<file path="src/rtl/flush_word_unpacker_if.sv">
// Word-in / nibble-out handshake bundle
// for the flush word unpacker.
interface flush_word_unpacker_if;
  logic        word_valid_i;
  logic [31:0] word_data_i;
  logic        word_ready_o;
  logic        nib_valid_o;
  logic [3:0]  nib_data_o;
  logic        nib_last_o;
  logic        nib_ready_i;

  modport slave (
    input  word_valid_i,
    input  word_data_i,
    input  nib_ready_i,
    output word_ready_o,
    output nib_valid_o,
    output nib_data_o,
    output nib_last_o
  );

  modport master (
    output word_valid_i,
    output word_data_i,
    output nib_ready_i,
    input  word_ready_o,
    input  nib_valid_o,
    input  nib_data_o,
    input  nib_last_o
  );
endinterface

</file>
<file path="src/rtl/flush_word_unpacker.sv">
// Buffers padded flush words and replays
// their valid nibbles on a 4-bit stream.
module flush_word_unpacker #(
  parameter int         WORD_DEPTH = 4,
  parameter logic [3:0] PAD_NIBBLE = 4'hC
) (
  input  logic clk,
  input  logic reset,
  input  logic clear_i,
  flush_word_unpacker_if.slave bus,
  output logic [$clog2(WORD_DEPTH):0] word_cnt_o,
  output logic [7:0] drop_cnt_o
);
  localparam int PW = $clog2(WORD_DEPTH);
  localparam int CW = PW + 1;

  typedef enum logic {IDLE, SHIFT} state_t;

  state_t        state_q, state_d;
  logic [31:0]   mem_q [WORD_DEPTH];
  logic [3:0]    len_q [WORD_DEPTH];
  logic [PW-1:0] wr_ptr_q, rd_ptr_q;
  logic [CW-1:0] cnt_q, cnt_d;
  logic [2:0]    idx_q, idx_d;
  logic [7:0]    drop_q;
  logic [3:0]    in_len;
  logic [31:0]   head_word;
  logic [3:0]    head_len;
  logic          accept, push, drop;
  logic          hs, last, pop;

  // Scan high to low so the lowest pad wins.
  always_comb begin
    in_len = 4'd8;
    for (int k = 7; k >= 0; k--)
      if (bus.word_data_i[4*k +: 4] == PAD_NIBBLE)
        in_len = 4'(k);
  end

  assign bus.word_ready_o = !clear_i &&
    (cnt_q != CW'(WORD_DEPTH));
  assign accept = bus.word_valid_i &&
    bus.word_ready_o;
  assign push = accept && (in_len != 4'd0);
  assign drop = accept && (in_len == 4'd0);

  assign head_word = mem_q[rd_ptr_q];
  assign head_len  = len_q[rd_ptr_q];
  assign last = ({1'b0, idx_q} == head_len - 4'd1);
  assign hs   = (state_q == SHIFT) && bus.nib_ready_i;
  assign pop  = hs && last;

  assign cnt_d = cnt_q + CW'(push) - CW'(pop);

  assign bus.nib_valid_o = (state_q == SHIFT);
  assign bus.nib_data_o  = bus.nib_valid_o ?
    head_word[{idx_q, 2'b00} +: 4] : 4'd0;
  assign bus.nib_last_o  = bus.nib_valid_o && last;

  assign word_cnt_o = cnt_q;
  assign drop_cnt_o = drop_q;

  always_comb begin
    state_d = state_q;
    idx_d   = idx_q;
    unique case (state_q)
      IDLE: begin
        if (cnt_q != '0) begin
          state_d = SHIFT;
          idx_d   = 3'd0;
        end
      end
      SHIFT: begin
        if (hs && last) begin
          idx_d   = 3'd0;
          state_d = (cnt_d != '0) ? SHIFT : IDLE;
        end else if (hs) begin
          idx_d = idx_q + 3'd1;
        end
      end
      default: state_d = IDLE;
    endcase
  end

  always_ff @(posedge clk or negedge reset) begin
    if (!reset) begin
      state_q  <= IDLE;
      idx_q    <= '0;
      cnt_q    <= '0;
      wr_ptr_q <= '0;
      rd_ptr_q <= '0;
    end else if (clear_i) begin
      state_q  <= IDLE;
      idx_q    <= '0;
      cnt_q    <= '0;
      wr_ptr_q <= '0;
      rd_ptr_q <= '0;
    end else begin
      state_q <= state_d;
      idx_q   <= idx_d;
      cnt_q   <= cnt_d;
      if (push) wr_ptr_q <= wr_ptr_q + PW'(1);
      if (pop)  rd_ptr_q <= rd_ptr_q + PW'(1);
    end
  end

  // Survives clear; only reset zeroes it.
  always_ff @(posedge clk or negedge reset) begin
    if (!reset)
      drop_q <= '0;
    else if (drop && drop_q != 8'hFF)
      drop_q <= drop_q + 8'd1;
  end

  always_ff @(posedge clk) begin
    if (push) begin
      mem_q[wr_ptr_q] <= bus.word_data_i;
      len_q[wr_ptr_q] <= in_len;
    end
  end
endmodule

</file>
<file path="src/flat_wrapper.sv">
// flat-port wrapper written by rule: the top's interface ports become plain ports
module flush_word_unpacker_flat 
#(
  parameter int         WORD_DEPTH = 4,
  parameter logic [3:0] PAD_NIBBLE = 4'hC
)
  (clk, reset, clear_i, word_cnt_o, drop_cnt_o, bus_word_valid_i, bus_word_data_i, bus_nib_ready_i, bus_word_ready_o, bus_nib_valid_o, bus_nib_data_o, bus_nib_last_o);
  flush_word_unpacker_if bus_i ();
  input  logic clk;
  input  logic reset;
  input  logic clear_i;
  output logic [$clog2(WORD_DEPTH):0] word_cnt_o;
  output logic [7:0] drop_cnt_o;
  input wire logic [$bits(bus_i.word_valid_i)-1:0] bus_word_valid_i;
  input wire logic [$bits(bus_i.word_data_i)-1:0] bus_word_data_i;
  input wire logic [$bits(bus_i.nib_ready_i)-1:0] bus_nib_ready_i;
  output wire logic [$bits(bus_i.word_ready_o)-1:0] bus_word_ready_o;
  output wire logic [$bits(bus_i.nib_valid_o)-1:0] bus_nib_valid_o;
  output wire logic [$bits(bus_i.nib_data_o)-1:0] bus_nib_data_o;
  output wire logic [$bits(bus_i.nib_last_o)-1:0] bus_nib_last_o;
  assign bus_i.word_valid_i = bus_word_valid_i;
  assign bus_i.word_data_i = bus_word_data_i;
  assign bus_i.nib_ready_i = bus_nib_ready_i;
  assign bus_word_ready_o = bus_i.word_ready_o;
  assign bus_nib_valid_o = bus_i.nib_valid_o;
  assign bus_nib_data_o = bus_i.nib_data_o;
  assign bus_nib_last_o = bus_i.nib_last_o;
  flush_word_unpacker #(.WORD_DEPTH(WORD_DEPTH), .PAD_NIBBLE(PAD_NIBBLE)) u_core (.clk(clk), .reset(reset), .clear_i(clear_i), .bus(bus_i), .word_cnt_o(word_cnt_o), .drop_cnt_o(drop_cnt_o));
endmodule
</file>
<file path="config.mk">
export PLATFORM = sky130hd
export DESIGN_NAME = flush_word_unpacker_flat
export DESIGN_NICKNAME = d
export VERILOG_FILES = /design/src/rtl/flush_word_unpacker_if.sv /design/src/rtl/flush_word_unpacker.sv /design/src/flat_wrapper.sv
export SDC_FILE = /design/constraint.sdc
export NUM_CORES = 1
export LEC_CHECK = 0
export ABC_CLOCK_PERIOD_IN_PS = 7400
export CAP_MARGIN = 20
export CORE_MARGIN = 10
export CORE_UTILIZATION = 60
export CTS_CLUSTER_DIAMETER = 200
export DETAILED_ROUTE_END_ITERATION = 16
export GPL_TIMING_DRIVEN = 0
export PLACE_DENSITY = 0.81
export SYNTH_ARGS = -nofsm -noshare
export SYNTH_HDL_FRONTEND = slang
export SYNTH_SLANG_ARGS = --single-unit
</file>
<file path="constraint.sdc">
create_clock -name clk -period 7.4 [get_ports clk]
set_input_delay 1.11 -clock clk [delete_from_list [all_inputs] [get_ports clk]]
set_output_delay 1.11 -clock clk [all_outputs]
set_load 0.05 [all_outputs]
</file>
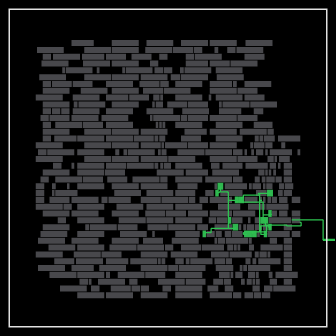
*Wires at chosen ports, followed through buffers*
`clear_i`: in green, bits 1, direction input, end cells 14, wire 157 µm.
port buffer count: 54
num ports: 55

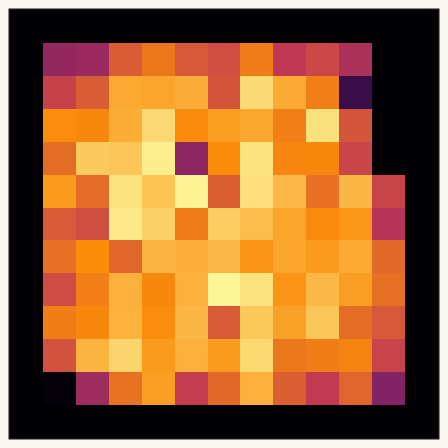
*Local utilization*
13 x 13 tiles, from black (low) to pale yellow (high), 0 to 100% covered.
The fullest tile reaches 98%. The densest ninth of the die: centre. The mean over all tiles is 50%. 31% of the tiles are nearly empty. The emptiest ninth of the die: upper right.
Core Area: 10,900 µm²
Final Util: 73.9%

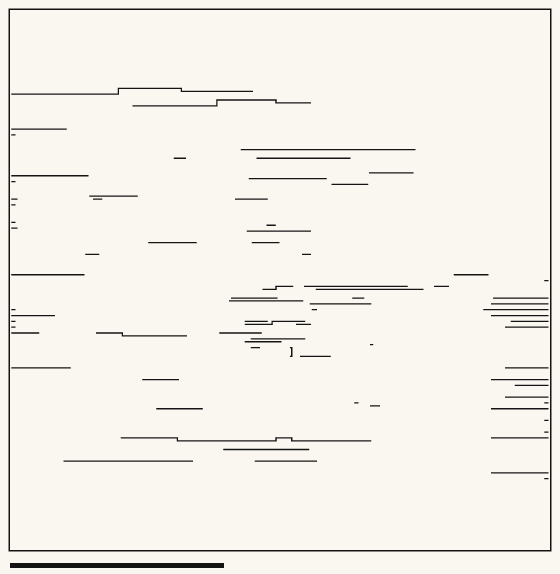
*Signal wires on met3*
The bar under the picture is 50 µm long.
The layer holds 6.3% of the routed length. The longest straight run is 40.5 µm. The wires run mostly horizontal. 61 nets have wire on it. The layer carries 845 µm of wire.
met3 Use GR: 5.24%
via count: 3,513

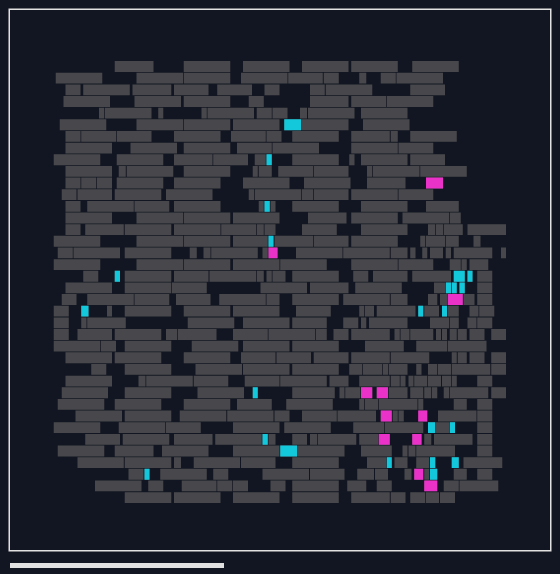
*Logic cells by family*
The bar under the picture is 50 µm long.
AND and OR gates: in magenta, cells 11. NAND gates: in cyan, cells 23.
Commonest Layout Cell: edfxtp_1
Comb/total area: 22.9%
Non-Filler Instances: 579

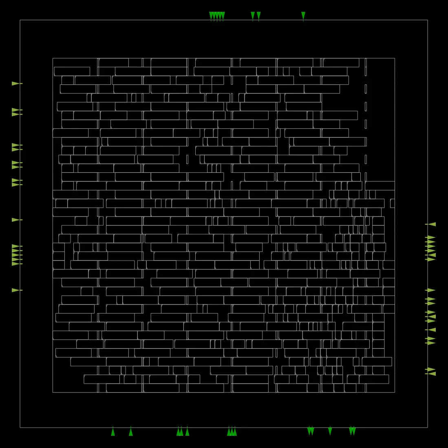
*Placement view*
Placement Rows: 38
sequential share of cell area: 59.4%
Flops: 163

## state kept, by name, summed over array words and instances (netlist names)
| register | flops |
|---|---|
| u_core.len_q | 16 |
| u_core.idx_q | 3 |
| u_core.word_cnt_o | 3 |
| u_core.mem_q | 128 |
| u_core.drop_cnt_o | 8 |
| u_core.wr_ptr_q | 2 |
| u_core.rd_ptr_q | 2 |
| u_core.bus.nib_valid_o | 1 |
## cell type report
cell class | instances | share of cell area (%)
multi-input cells | 162 | 22.9
inverters | 12 | 0.557
flip-flops and latches | 163 | 59.4
clock inverters | 12 | 1.15
repair buffers | 58 | 7.77
clock buffers | 19 | 5.35
well taps | 140 | 2.17
plain buffers | 13 | 0.758
==> flow_summary_export.csv <==
group,metric,value,unit
die,die_w,126,µm
power_and_ir_drop,power.total,2.03,mW
place,place_congestion,0.760,
sta,whs,493,ps
clock_network,cts_root_buf,"clkbuf_16",
cells_and_area,mostFrequentLayoutCells,"144 x edfxtp_1, 54 x clkdlybuf4s50_1, 44 x mux4_2, 19 x dfrtp_1, 17 x clkbuf_16",
setup_path,crit_path_max_fanout,10,
status,status,"finished, final reports clean",
die,chip_area,15900,µm²
sta,max_slew_margin,40.2,%
power_and_ir_drop,peakVddDrop,0.000223,V
cells_and_area,final_cell_area,8090,µm²
global_route,grt_pass1_vias,3735,
routing,first_pass_iters,4,
power_and_ir_drop,powerSeq,1.05,mW
routing,drc,0,
flow_run,cap_violations,0,
synth,ys_ff,163,
clock_network,hold_buffers,0,
setup_path,cp.required,6290,ps
synth,edf_count,144,
synth,synth_adder_area_share,1.96,%
synth,ff_type,"edfxtp_1",
routing,vias_per_cell,6.07,
worst_hold_path,whs_endpoint,"u_core.drop_cnt_o[7]$_DFFE_PN0P_",
power_and_ir_drop,leakage,2.67,nW
synth,topCellsByArea,"edfxtp_1 64%, mux4_2 15%, dfrtp_1 7.0%",
synth,avgSynthCellArea,19.3,µm²
power_and_ir_drop,clkPwrFrac,38.5,%
synth,ys_types,45,
synth,ys_area,6750,µm²
clock_network,path_clk_slew,60,ps
setup_path,cp-startpoint,"u_core.rd_ptr_q[1]$_DFFE_PN0P_",
setup_path,worstReg2RegEnd,"u_core.bus.nib_valid_o$_DFF_PN0_",
setup_path,criticalPathCategory,"reg2out",
Power is estimated from default activity; no workload was simulated.
